Run 1, selected gate families:
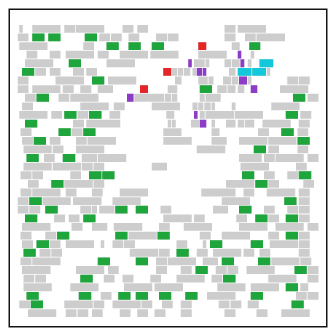
Run 1, the metal 2 layer:
Cells faint in the background.
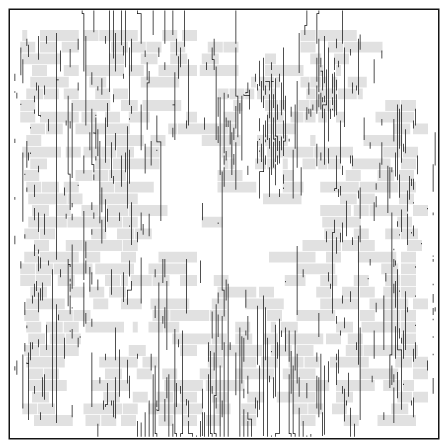
Run 1, sequential cells grouped by signal name:
Other sequential cells in the stronger grey, the rest of the logic in the fainter grey.
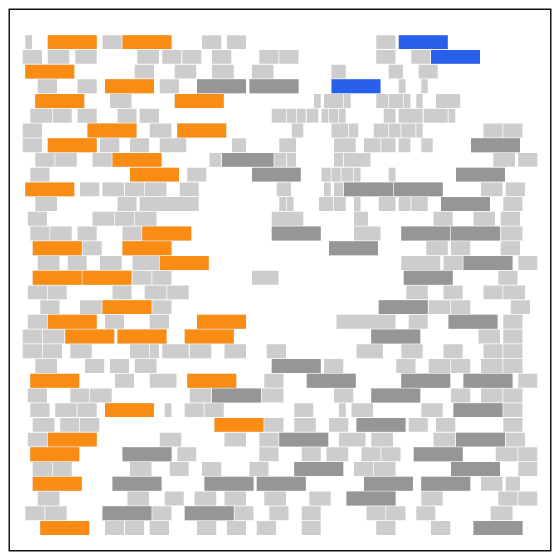
==> config.mk <==
export PLATFORM = sky130hd
export DESIGN_NAME = csr_master
export DESIGN_NICKNAME = d
export VERILOG_FILES = /design/src/rtl/csr_master.sv
export SDC_FILE = /design/constraint.sdc
export NUM_CORES = 1
export LEC_CHECK = 0
export CAP_MARGIN = 20
export CELL_PAD_IN_SITES_DETAIL_PLACEMENT = 0
export CELL_PAD_IN_SITES_GLOBAL_PLACEMENT = 1
export CORE_MARGIN = 2
export CORE_UTILIZATION = 34
export DETAILED_ROUTE_END_ITERATION = 10
export PLACE_DENSITY_LB_ADDON = 0.12
export SYNTH_ARGS = -nofsm -noshare
export SYNTH_HDL_FRONTEND = slang
export SYNTH_SLANG_ARGS = --single-unit
==> constraint.sdc <==
create_clock -name sys_clk -period 3.87 [get_ports sys_clk]
set_clock_uncertainty 0.15 [all_clocks]
set_input_delay 0.774 -clock sys_clk [delete_from_list [all_inputs] [get_ports sys_clk]]
set_output_delay 0.774 -clock sys_clk [all_outputs]
set_load 0.01 [all_outputs]
==> out/summary.txt, run 1 <==
status: finished clean
CP Cell Sequence: nor3_1, clkdlybuf4s50_1
setup TNS: 0 ps
Slowest-stage cell, CP: clkdlybuf4s50_1
crit share post-route: 0.7499
leading area contributor after synthesis: dfrtp_1
wire length of the first global-routing pass: 11.32 mm
global placer's final weighted congestion: 0.7587
number of enable flip-flop cells: 0
Power Combinational: 1.69 mW
YS warnings: 0
combinational power share: 0.448
Final min period: 2902 ps
Final ANT Viol Nets: 0
crit start category: flip-flop
Layout area overhead: 53.63%
fp_density: 0.3542
port bufs: 140
CP Depth: 2
GRT Overall Usage: 0.1469
RSZ-0062 raised after global routing: no
share of the synthesized area in the top cell type: 0.6017
Max FO, Critical Path: 17
initial antenna violation count: 0
Clk pin slew, worst setup/hold paths: 80 ps
nets@finish: 429
Place WS: 970.3 ps
Setup CP Type: reg2out
fmax: 344.6 MHz
placed cell areas: 4583 um2
CP delay by family, top: buffers and inverters
FP Rows: 34
Switch Pwr: 1.171 mW
Pwr top: combinational logic
Latency at later pin: 340 ps
Log Warnings: 31
clock tree buffer depth: 2
post-synthesis register bit count: 76
initial DRC count: 65
largest net degree at the start of global routing: 77
netlist area before placement: 3119 um2
Post-synth seq share: 0.6101
GR Overflow Total: 0
Core Box Area: 8806 um2
vias in the first global route: 2,317
Clk pwr share: 0.172
max_cap viols: 0
CP max stage delay: 620 ps
WP data arrival: 1980 ps
simple share: 0.04533
io pins: 145
post-route cell area: 4792 um2
drt via density: 4.792
post-CTS setup buffer count: 0
Power Total: 3.761 mW
DRC violations left: 0
placed cells: 450
asr flop ratio synth: 1.000
Avg Synthesized Cell Area: 14.58 um2
drt wl/cell: 14.99 um
MUX area fraction: 0.2451
hold crit path type: reg2reg
Reg power frac: 0.380
chip width: 99.78 um
Max Slew Vio Count: 0
yosys adder share: 0.01203
Die H: 99.78 um
CTS resizes: 0
biggest area cells: dfrtp_1 (60%), mux2_2 (14%), mux2_1 (10%), ha_1 (1.2%), buf_6 (1.1%)
CP endpoint kind: output port
Static Leakage: 2.052 nW
Post-Synth AOI/OAI Area: 0.05255
Worst Max-Slew Pin Slew: 934.9 ps
Die ar.: 9956 um2
First-pass DRT Iterations: 4
hpwl dp: 4.911 mm
Notes on 'selected gate families' above:
green -> multiplexers  # cells 68, where spread over the die
purple -> NAND gates  # cells 10, where top middle
red -> AND-OR and OR-AND gates  # cells 3
cyan -> adder and majority cells  # cells 3
logic share of the area: 0.2319
Top cell excl fill/tap: clkdlybuf4s50_1
final std cells w/o fill: 466

Notes on 'the metal 2 layer' above:
nets with wire on the layer = 394
longest straight run = 52.7 um
main direction = vertical
Vias: 2,233
final WL: 6.985 mm
GRT met2 Usage: 0.2199

Notes on 'sequential cells grouped by signal name' above:
orange -> m_csr_data  # placed flops 32
blue -> cnt  # placed flops 3
not coloured = 41
sequential cell power: 1.43 mW
fin util: 0.5442
sequential cell area share: 0.3971
Flop area: 1903 um2

[run 1: layout by cell type (no fill, tap or decap), types with 2 or more instances in the layout]
| cell | netlist | final |
|---|---|---|
| o21ai_0 | 4 | 4 |
| nand2_1 | 5 | 5 |
| nand2b_1 | 2 | 2 |
| nor2_1 | 7 | 7 |
| mux2_2 | 38 | 38 |
| o31ai_1 | 3 | 3 |
| clkinv_2 | 0 | 2 |
| clkbuf_1 | 3 | 2 |
| a21oi_1 | 2 | 2 |
| bufinv_16 | 0 | 2 |
| nor2b_1 | 4 | 4 |
| ha_1 | 3 | 3 |
| o2bb2ai_1 | 2 | 2 |
| clkbuf_8 | 0 | 9 |
| dfrtp_1 | 75 | 75 |
| inv_1 | 4 | 4 |
| clkdlybuf4s50_1 | 0 | 139 |
| o21a_1 | 3 | 3 |
| nor4_1 | 2 | 2 |
| mux2_1 | 29 | 29 |
[run 1: final cells by class]
class,instances,area [um2],share of cell area
Sequential cell,76,1903,0.3971
Multi-Input combinational cell,121,1111,0.2319
Timing Repair Buffer,141,1419,0.2961
Clock buffer,11,131.4,0.02742
Tap cell,108,135.1,0.02820
Inverter,4,15.01,0.003133
Clock inverter,5,77.57,0.01619
[run 1: synth_stat cells (all sizes together), types with 3 or more instances]
library cell,number
dfrtp,75
mux2,67
buf,9
nor2,7
nand2,6
clkbuf,4
inv,4
nor2b,4
o21ai,4
ha,3
o21a,3
o31ai,3
[run 1: layer usage]
metal	up-vias	track usage	wire length [um]
met1	1082	0.1766	2836
met5	-	0	0
met2	115	0.2199	3119
met3	8	0.08705	942
met4	0	0.05058	87
li1	1028	-	-
[run 1: worst reg2reg max path, stage by stage, from the launching register on]
cell	delay (ps)
dfrtp_1	420
inv_1	90
ha_1	230
nand2b_1	260
nor3_4	720
buf_12	250
mux2_2	340
==> run 2: changes to the inputs <==
Settings changed: CORE_UTILIZATION 34 to 32.
Clock period 3.87 ns to 2.8 ns, I/O delays scaled along.
Run 2, the metal 3 layer:
The bar under the picture is 20 um long.
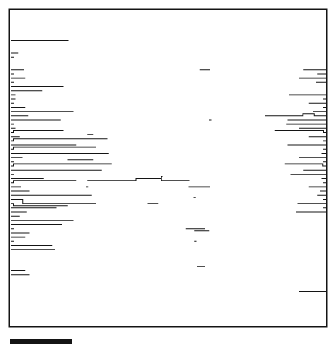
main direction = horizontal
wire length on this layer = 816 um
Vias: 2,272
met3 Use GR: 0.06780
final WL: 7.159 mm

==> out/summary.txt, run 2 <==
clock tree buffer depth: 2
post-synthesis register bit count: 76
Latency at later pin: 340 ps
MUX area fraction: 0.2451
hpwl dp: 5.136 mm
largest net degree at the start of global routing: 40
vias in the first global route: 2,272
post-CTS setup buffer count: 0
yosys adder share: 0.01203
Top cell excl fill/tap: clkdlybuf4s50_1
max_cap viols: 0
placed cell areas: 4672 um2
placed cells: 481
Yosys top cell by instances: dfrtp_1
simple share: 0.04533
Avg Synthesized Cell Area: 14.58 um2
DRC violations left: 0
nets@finish: 435
FP Rows: 36
drt wl/cell: 14.40 um
Post-Synth AOI/OAI Area: 0.05255
Setup CP Type: reg2out
dominant logic cell types in the final layout: clkdlybuf4s50_1 (139), dfrtp_1 (75), mux2_2 (38), mux2_1 (29), clkbuf_8 (9)
Reg power frac: 0.373
RSZ-0062 raised after global routing: no
fp_density: 0.3251
WP data arrival: 1840 ps
Core Box Area: 9594 um2
initial antenna violation count: 0
chip width: 102.7 um
crit share post-route: 0.9125
Post-synth seq share: 0.6101
CP endpoint kind: output port
asr flop ratio synth: 1.000
combinational power share: 0.455
global placer's final weighted congestion: 0.8119
Die H: 102.7 um
setup TNS: 0 ps
YS warnings: 0
fmax: 391.4 MHz
Synth top cells by count: dfrtp_1 (75), mux2_2 (38), mux2_1 (29)
GR Overflow Total: 0
biggest area cells: dfrtp_1 (60%), mux2_2 (14%), mux2_1 (10%), ha_1 (1.2%), buf_6 (1.1%)
Switch Pwr: 1.637 mW
Static Leakage: 2.096 nW
Layout area overhead: 56.68%
Final min period: 2555 ps
leading area contributor after synthesis: dfrtp_1
netlist area before placement: 3119 um2
Max FO, Critical Path: 17
CTS resizes: 0
Clk pwr share: 0.172
hold crit path type: in2async
First-pass DRT Iterations: 4
R2R setup slack: 620 ps
share of the synthesized area in the top cell type: 0.6017
drt via density: 4.571
Place WS: 424.3 ps
Final ANT Viol Nets: 0
post-route cell area: 4887 um2
initial DRC count: 78
GRT Overall Usage: 0.1397
Worst Max-Slew Pin Slew: 517.0 ps
crit start category: flip-flop
number of enable flip-flop cells: 0
io pins: 145
wire length of the first global-routing pass: 11.22 mm
Max Slew Vio Count: 0
status: finished clean
clock tree root buffer cell: clkbuf_8
Die ar.: 10,550 um2
port bufs: 140
min setup slack post-route: 245.1 ps
Power Total: 5.259 mW
==> run 2: cell count changes in the layout (fill, tap and decap cells not counted) <==
cell / delta
buf_4: +5
inv_6: +1
buf_12: +1
clkinvlp_4: -1
clkbuf_1: -1
clkinv_4: +1
==> run 2: routing by layer <==
metal	vias up	global-route usage	wire [um]
met5	-	0	0
met4	0	0.06275	108
met3	10	0.06780	815
met2	101	0.2092	3269
met1	1113	0.1713	2965
li1	1048	-	-
==> run 2: power by group through the flow <==
stage | Clock [mW] | Combinational, mW | Sequential [mW]
2_1_floorplan | 0 | 0.880 | 2.16
3_3_place_gp | 0 | 2.41 | 1.95
3_5_place_dp | 0 | 2.42 | 1.98
4_1_cts | 0.945 | 2.43 | 1.96
5_1_grt | 0.996 | 2.60 | 2.04
6_report | 0.907 | 2.39 | 1.96
==> run 2: worst max-delay path: stages (launching register included) <==
cell and delay [ps]:
dfrtp_1 570, nor3_1 340, clkdlybuf4s50_1 590
==> run 2: cells by family after synthesis <==
kind of cell    count (synthesis)
compound gates                 23
fa+ha+maj                       3
mux                            68
flops                          76
simple gates                   26
buf+inv                        17
other cells                     1
==> run 2: final cells by class <==
cell class / instances / area (um2) / area share
sequential: 76 / 1903 / 0.3894
inverter: 4 / 15.01 / 0.003072
tap: 133 / 166.4 / 0.03405
multi-input combinational: 121 / 1111 / 0.2273
timing repair buffer: 147 / 1476 / 0.3021
clock buffer: 10 / 127.6 / 0.02611
clock inverter: 6 / 87.58 / 0.01792
Power and IR drop assume default switching activity.
